Wiring by layer:
Drawn at 1.5 px/µm. Only two layers are drawn.
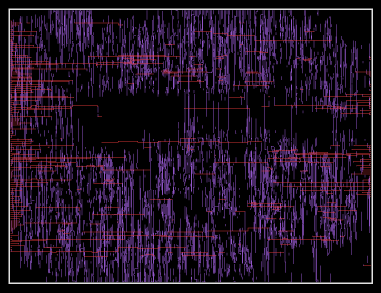
Close-up of the layout:
Region (105, 76) to (135, 106) µm. Cells in gray, sequential cells in the stronger gray; small squares are vias.
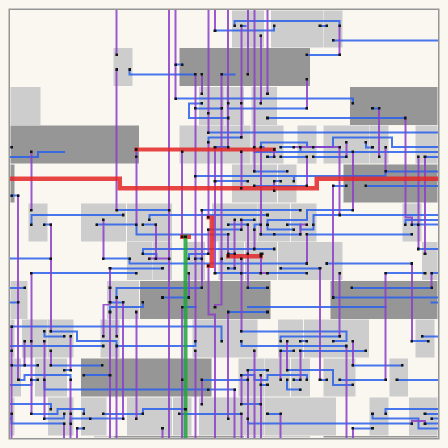
Wire density map:
Drawn at 1 px/µm. The die is cut into 24 by 18 equal tiles; dark purple is low, yellow is high, scaled to the fullest tile. Values are wire area over tile area, all layers added.
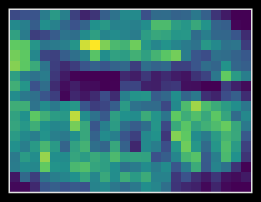
File: src/rtl/fft_dma_sched_pkg.sv
// Shared definitions for the FFT frame scheduler.
//   sched_state_t  : job-level FSM encoding (S_IDLE / S_RUN / S_DONE)
//   chan_state_t   : per-DMA-channel occupancy (CH_IDLE / CH_BUSY)
//   DMA_BEAT_BYTES : DMA bus beat size; frame sizes are whole beats.
package fft_dma_pkg;

  typedef enum logic [1:0] {
    S_IDLE = 2'd0,
    S_RUN  = 2'd1,
    S_DONE = 2'd2
  } sched_state_t;

  typedef enum logic {
    CH_IDLE = 1'b0,
    CH_BUSY = 1'b1
  } chan_state_t;

  localparam int unsigned DMA_BEAT_BYTES = 8;

endpackage

File: src/rtl/fft_dma_sched_dma_chan_seq.sv
// One DMA channel sequencer (used for both RDMA and WDMA).
// Ports:
//   clk, rst_n            : clock, asynchronous active-low reset
//   load                  : latch a new descriptor and clear the counters
//   base, stride, xfer    : first address, per-frame increment, bytes per frame
//   start_ok              : scheduler allows a start this cycle
//   dma_done              : frame-complete pulse from the engine
//   dma_start             : one-cycle start pulse to the engine
//   done_evt              : a done that was accepted (channel was busy)
//   addr, xfer_byte       : registered frame parameters for the engine
//   issued, done_cnt      : frames started / frames completed in this job
module dma_chan_seq
  import fft_dma_pkg::*;
#(
  parameter int ADDR_WIDTH = 32,
  parameter int FCNT_WIDTH = 16
) (
  input  logic                  clk,
  input  logic                  rst_n,
  input  logic                  load,
  input  logic [ADDR_WIDTH-1:0] base,
  input  logic [ADDR_WIDTH-1:0] stride,
  input  logic [ADDR_WIDTH-1:0] xfer,
  input  logic                  start_ok,
  input  logic                  dma_done,
  output logic                  dma_start,
  output logic                  done_evt,
  output logic [ADDR_WIDTH-1:0] addr,
  output logic [ADDR_WIDTH-1:0] xfer_byte,
  output logic [FCNT_WIDTH-1:0] issued,
  output logic [FCNT_WIDTH-1:0] done_cnt
);

  chan_state_t           st;
  logic [ADDR_WIDTH-1:0] acc;       // address of the next frame to be issued
  logic [ADDR_WIDTH-1:0] stride_q;

  assign dma_start = start_ok && (st == CH_IDLE);
  // A done while idle (stray or left over from before reset) is dropped.
  assign done_evt  = dma_done && (st == CH_BUSY);

  // addr shows the in-flight frame until its done, then the next frame's
  // address, so it is already valid in the cycle of the following start.
  always_ff @(posedge clk or negedge rst_n) begin
    if (!rst_n) begin
      st        <= CH_IDLE;
      acc       <= '0;
      stride_q  <= '0;
      addr      <= '0;
      xfer_byte <= '0;
      issued    <= '0;
      done_cnt  <= '0;
    end else if (load) begin
      st        <= CH_IDLE;
      acc       <= base;
      stride_q  <= stride;
      addr      <= base;
      xfer_byte <= xfer;
      issued    <= '0;
      done_cnt  <= '0;
    end else if (dma_start) begin
      st     <= CH_BUSY;
      acc    <= acc + stride_q;
      issued <= issued + FCNT_WIDTH'(1);
    end else if (done_evt) begin
      st       <= CH_IDLE;
      addr     <= acc;
      done_cnt <= done_cnt + FCNT_WIDTH'(1);
    end
  end

endmodule

File: src/rtl/fft_dma_sched.sv
// Frame scheduler between the control register file and the RDMA/WDMA
// engines. Latches one job descriptor on an ap_start rising edge, then starts
// RDMA and WDMA once per frame, keeping RDMA at most MAX_AHEAD frames ahead
// of completed WDMA frames.
// Ports:
//   ap_clk, ap_rst_n                 : clock, asynchronous active-low reset
//   ap_start/ap_done/ap_idle/ap_ready: host handshake
//   num_frames, frame_byte           : job size
//   src_base/src_stride              : read addressing
//   dst_base/dst_stride              : write addressing
//   rdma_* / wdma_*                  : engine start, parameters and done
//   busy_frames                      : frames read-issued but not yet written
module fft_dma_sched
  import fft_dma_pkg::*;
#(
  parameter int ADDR_WIDTH = 32,
  parameter int FCNT_WIDTH = 16,
  parameter int MAX_AHEAD  = 2
) (
  input  logic                  ap_clk,
  input  logic                  ap_rst_n,
  input  logic                  ap_start,
  output logic                  ap_done,
  output logic                  ap_idle,
  output logic                  ap_ready,
  input  logic [FCNT_WIDTH-1:0] num_frames,
  input  logic [ADDR_WIDTH-1:0] frame_byte,
  input  logic [ADDR_WIDTH-1:0] src_base,
  input  logic [ADDR_WIDTH-1:0] src_stride,
  input  logic [ADDR_WIDTH-1:0] dst_base,
  input  logic [ADDR_WIDTH-1:0] dst_stride,
  output logic                  rdma_ap_start,
  output logic [ADDR_WIDTH-1:0] rdma_transfer_byte,
  output logic [ADDR_WIDTH-1:0] rdma_read_base_addr,
  input  logic                  rdma_ap_done,
  output logic                  wdma_ap_start,
  output logic [ADDR_WIDTH-1:0] wdma_transfer_byte,
  output logic [ADDR_WIDTH-1:0] wdma_write_base_addr,
  input  logic                  wdma_ap_done,
  output logic [FCNT_WIDTH-1:0] busy_frames
);

  sched_state_t          state, state_nxt;
  logic                  ap_start_q;
  logic                  load;
  logic [FCNT_WIDTH-1:0] num_q;
  logic [FCNT_WIDTH-1:0] rd_issued, rd_done, wr_issued, wr_done, wr_done_nxt;
  logic [FCNT_WIDTH-1:0] ahead;
  logic                  rd_ok, wr_ok, rd_done_evt, wr_done_evt;
  logic                  unused_rd;

  assign load  = (state == S_IDLE) && ap_start && !ap_start_q;
  assign ahead = rd_issued - wr_done;
  assign rd_ok = (state == S_RUN) && (rd_issued < num_q) &&
                 (ahead < FCNT_WIDTH'(MAX_AHEAD));
  assign wr_ok = (state == S_RUN) && (wr_issued < rd_issued);
  // Completion check sees this cycle's accepted WDMA done.
  assign wr_done_nxt = wr_done + FCNT_WIDTH'(wr_done_evt);

  // Read-side completion is implied by the write side; not needed here.
  assign unused_rd = ^{rd_done, rd_done_evt};

  assign ap_idle     = (state == S_IDLE);
  assign ap_done     = (state == S_DONE);
  assign busy_frames = ahead;

  always_ff @(posedge ap_clk or negedge ap_rst_n) begin
    if (!ap_rst_n) begin
      state      <= S_IDLE;
      ap_start_q <= 1'b0;
      ap_ready   <= 1'b0;
      num_q      <= '0;
    end else begin
      state      <= state_nxt;
      ap_start_q <= ap_start;
      ap_ready   <= load;
      if (load) num_q <= num_frames;
    end
  end

  always_comb begin
    state_nxt = state;
    case (state)
      S_IDLE:  if (load) state_nxt = S_RUN;
      S_RUN:   if (wr_done_nxt == num_q) state_nxt = S_DONE;
      S_DONE:  state_nxt = S_IDLE;
      default: state_nxt = S_IDLE;
    endcase
  end

  dma_chan_seq #(.ADDR_WIDTH(ADDR_WIDTH), .FCNT_WIDTH(FCNT_WIDTH)) u_rd (
    .clk       (ap_clk),
    .rst_n     (ap_rst_n),
    .load      (load),
    .base      (src_base),
    .stride    (src_stride),
    .xfer      (frame_byte),
    .start_ok  (rd_ok),
    .dma_done  (rdma_ap_done),
    .dma_start (rdma_ap_start),
    .done_evt  (rd_done_evt),
    .addr      (rdma_read_base_addr),
    .xfer_byte (rdma_transfer_byte),
    .issued    (rd_issued),
    .done_cnt  (rd_done)
  );

  dma_chan_seq #(.ADDR_WIDTH(ADDR_WIDTH), .FCNT_WIDTH(FCNT_WIDTH)) u_wr (
    .clk       (ap_clk),
    .rst_n     (ap_rst_n),
    .load      (load),
    .base      (dst_base),
    .stride    (dst_stride),
    .xfer      (frame_byte),
    .start_ok  (wr_ok),
    .dma_done  (wdma_ap_done),
    .dma_start (wdma_ap_start),
    .done_evt  (wr_done_evt),
    .addr      (wdma_write_base_addr),
    .xfer_byte (wdma_transfer_byte),
    .issued    (wr_issued),
    .done_cnt  (wr_done)
  );

endmodule
File: config.mk
export PLATFORM = sky130hd
export DESIGN_NAME = fft_dma_sched
export DESIGN_NICKNAME = d
export VERILOG_FILES = /design/src/rtl/fft_dma_sched_pkg.sv /design/src/rtl/fft_dma_sched_dma_chan_seq.sv /design/src/rtl/fft_dma_sched.sv
export SDC_FILE = /design/constraint.sdc
export NUM_CORES = 1
export LEC_CHECK = 0
export CORE_ASPECT_RATIO = 0.75
export CORE_MARGIN = 2
export CORE_UTILIZATION = 44
export CTS_BUF_LIST = sky130_fd_sc_hd__clkbuf_4 sky130_fd_sc_hd__clkbuf_8
export CTS_CLUSTER_DIAMETER = 80
export DETAILED_ROUTE_END_ITERATION = 12
export PLACE_DENSITY = 0.68
export RECOVER_POWER = 100
export SLEW_MARGIN = 20
export SYNTH_ARGS = -nofsm -noshare
export SYNTH_HDL_FRONTEND = slang
export SYNTH_HIERARCHICAL = 1
export SYNTH_SLANG_ARGS = --single-unit
File: constraint.sdc
create_clock -name ap_clk -period 5.65 [get_ports ap_clk]
set_input_delay 0.565 -clock ap_clk [delete_from_list [all_inputs] [get_ports ap_clk]]
set_output_delay 0.565 -clock ap_clk [all_outputs]
set_load 0.01 [all_outputs]
==> flow.log <==
[metrics] run summary
[metrics] startpoint kind of the worst setup timing path: register
[metrics] origin of the critical flop-to-flop path: u_rd/issued[0]$_DFFE_PN0P_
[metrics] cell count of the worst hold path: 1
[metrics] uppermost signal routing layer after detailed routing: met4
[metrics] hold_ws: about 500 ps
[metrics] number of clock sinks seen by CTS: around 330
[metrics] number of design rule violations left after detail routing: 0
[metrics] final core utilization: 56.55%
[metrics] Peak supply drop: around 0.27 mV
[metrics] number of nets in the layout: 2545
[metrics] wire length the detailed router placed on met1: approximately 26000 µm
[metrics] Gate power share: a little over half
[metrics] met1 track demand over resource in global routing: approximately 35%
[metrics] post-DP HPWL: ~38000 µm
[metrics] Required @ worst endpoint: just over 5000 ps
[metrics] global-route layer with the greatest usage: met2
[metrics] biggest cell category by area in the final layout: combinational gates
[metrics] worst reg-to-reg setup slack: 640 ps
[metrics] min Tclk post-route: 5249 ps
[metrics] signal buffers share of area: about 15%
[metrics] Pre-Place Util: 44.34%
[metrics] Static Leak: roughly 0.010 µW
[metrics] setup repair after global routing missed its margin: false
[metrics] post-route total power: around 14000 µW
[metrics] critical path buffer and inverter count: 4
[metrics] buffer count from post-CTS setup fixing: 0
[metrics] endpoint type of the worst setup path: primary output
[metrics] core footprint: between 40000 and 50000 µm²
[metrics] total internal power: 8340 µW
[metrics] post-layout period usage of the worst path: between 90% and 100%
[metrics] worst setup path class: register to primary output
[metrics] met2 WL post-DR: around 23000 µm
[metrics] H-Tree Depth: 2
[metrics] worst min-delay path endpoint: u_rd/xfer_byte[1]$_DFFE_PN0P_
[metrics] chain of cells forming the critical path: inv_1 > ha_1 > fa_1 > inv_1 > or4_1 > a221oi_2 > o211ai_1 > a2111oi_1 > nand4_1 > nor4_1 > nand2b_1 > clkinvlp_4 > clkdlybuf4s50_1
[metrics] Die Width: 241.0 µm
[metrics] part of the power in the clock network: 17.3%
[metrics] multi-input combinational cell count: 1447
[metrics] TritonCTS clock tree: built
[metrics] Congestion Overflow GR: 0
[metrics] failing checks: capacitance limit, slew limit
[metrics] tapcells inserted: 569
[metrics] Final Setup Violations: 0
[metrics] Largest Pwr Group: combinational logic
[metrics] run status: complete, but fails checks
[metrics] worst-path fanout max: 6
[metrics] Seq. cell area: roughly 8000 µm²
[metrics] tool warnings: 35
[metrics] hold_sp: u_rd/xfer_byte[1]$_DFFE_PN0P_
[metrics] Clock group: about 2500 µW
[metrics] post-CTS sizing: 0
[metrics] post-place setup slack: 814.8 ps
[metrics] CP max-delay cell: clkdlybuf4s50_1
[metrics] maximum clock insertion buffer count: 3
[metrics] number of pins exceeding their max-slew limit in the final report: about 350
[metrics] met3 WL post-DR: between 4000 and 5000 µm
[metrics] Hold Violations, Final: 0
[metrics] Latency at later pin: approximately 630 ps
[metrics] clock tree skew after final layout: 27.45 ps
[metrics] Synthesized Nets: 2221
[metrics] tally of buffers added on design ports: 329
[metrics] number of maximum-capacitance violations: 3
[metrics] Non-Clock Inverter Count: around 73
[metrics] CP top delay family: simple AND/OR/NAND/NOR gates
[metrics] Sequential Power Share: between 20 and 30%
[metrics] worst max-slew margin expressed relative to the limit: -167.1%
[metrics] area growth from synthesis to layout: 27.55%
## Picture notes: 'wiring by layer'
color	layer	wire length
red	metal 3	4030 µm
purple	metal 2	22.8 mm

## Picture notes: 'close-up of the layout'
color	layer
red	metal 3
purple	metal 2
blue	metal 1
green	metal 4
most frequent	nor2_1 (10), dfrtp_1 (7), xor2_1 (5)
cells with their middle in the window	58
netlist names of flops here include	u_wr/issued (5)
sequential cells in the window	7

## Picture notes: 'wire density map'
densest ninth of the die	north
fullest tile	0.49
nearly empty tiles	3.9%
mean routed wirelength per cell: 18.61 µm
total number of vias: 15710
wirelength, routed: 53320 µm
global routing usage summed across all routing layers: 24.05%

Power figures rest on the tool's default switching activity, not on a simulated workload.
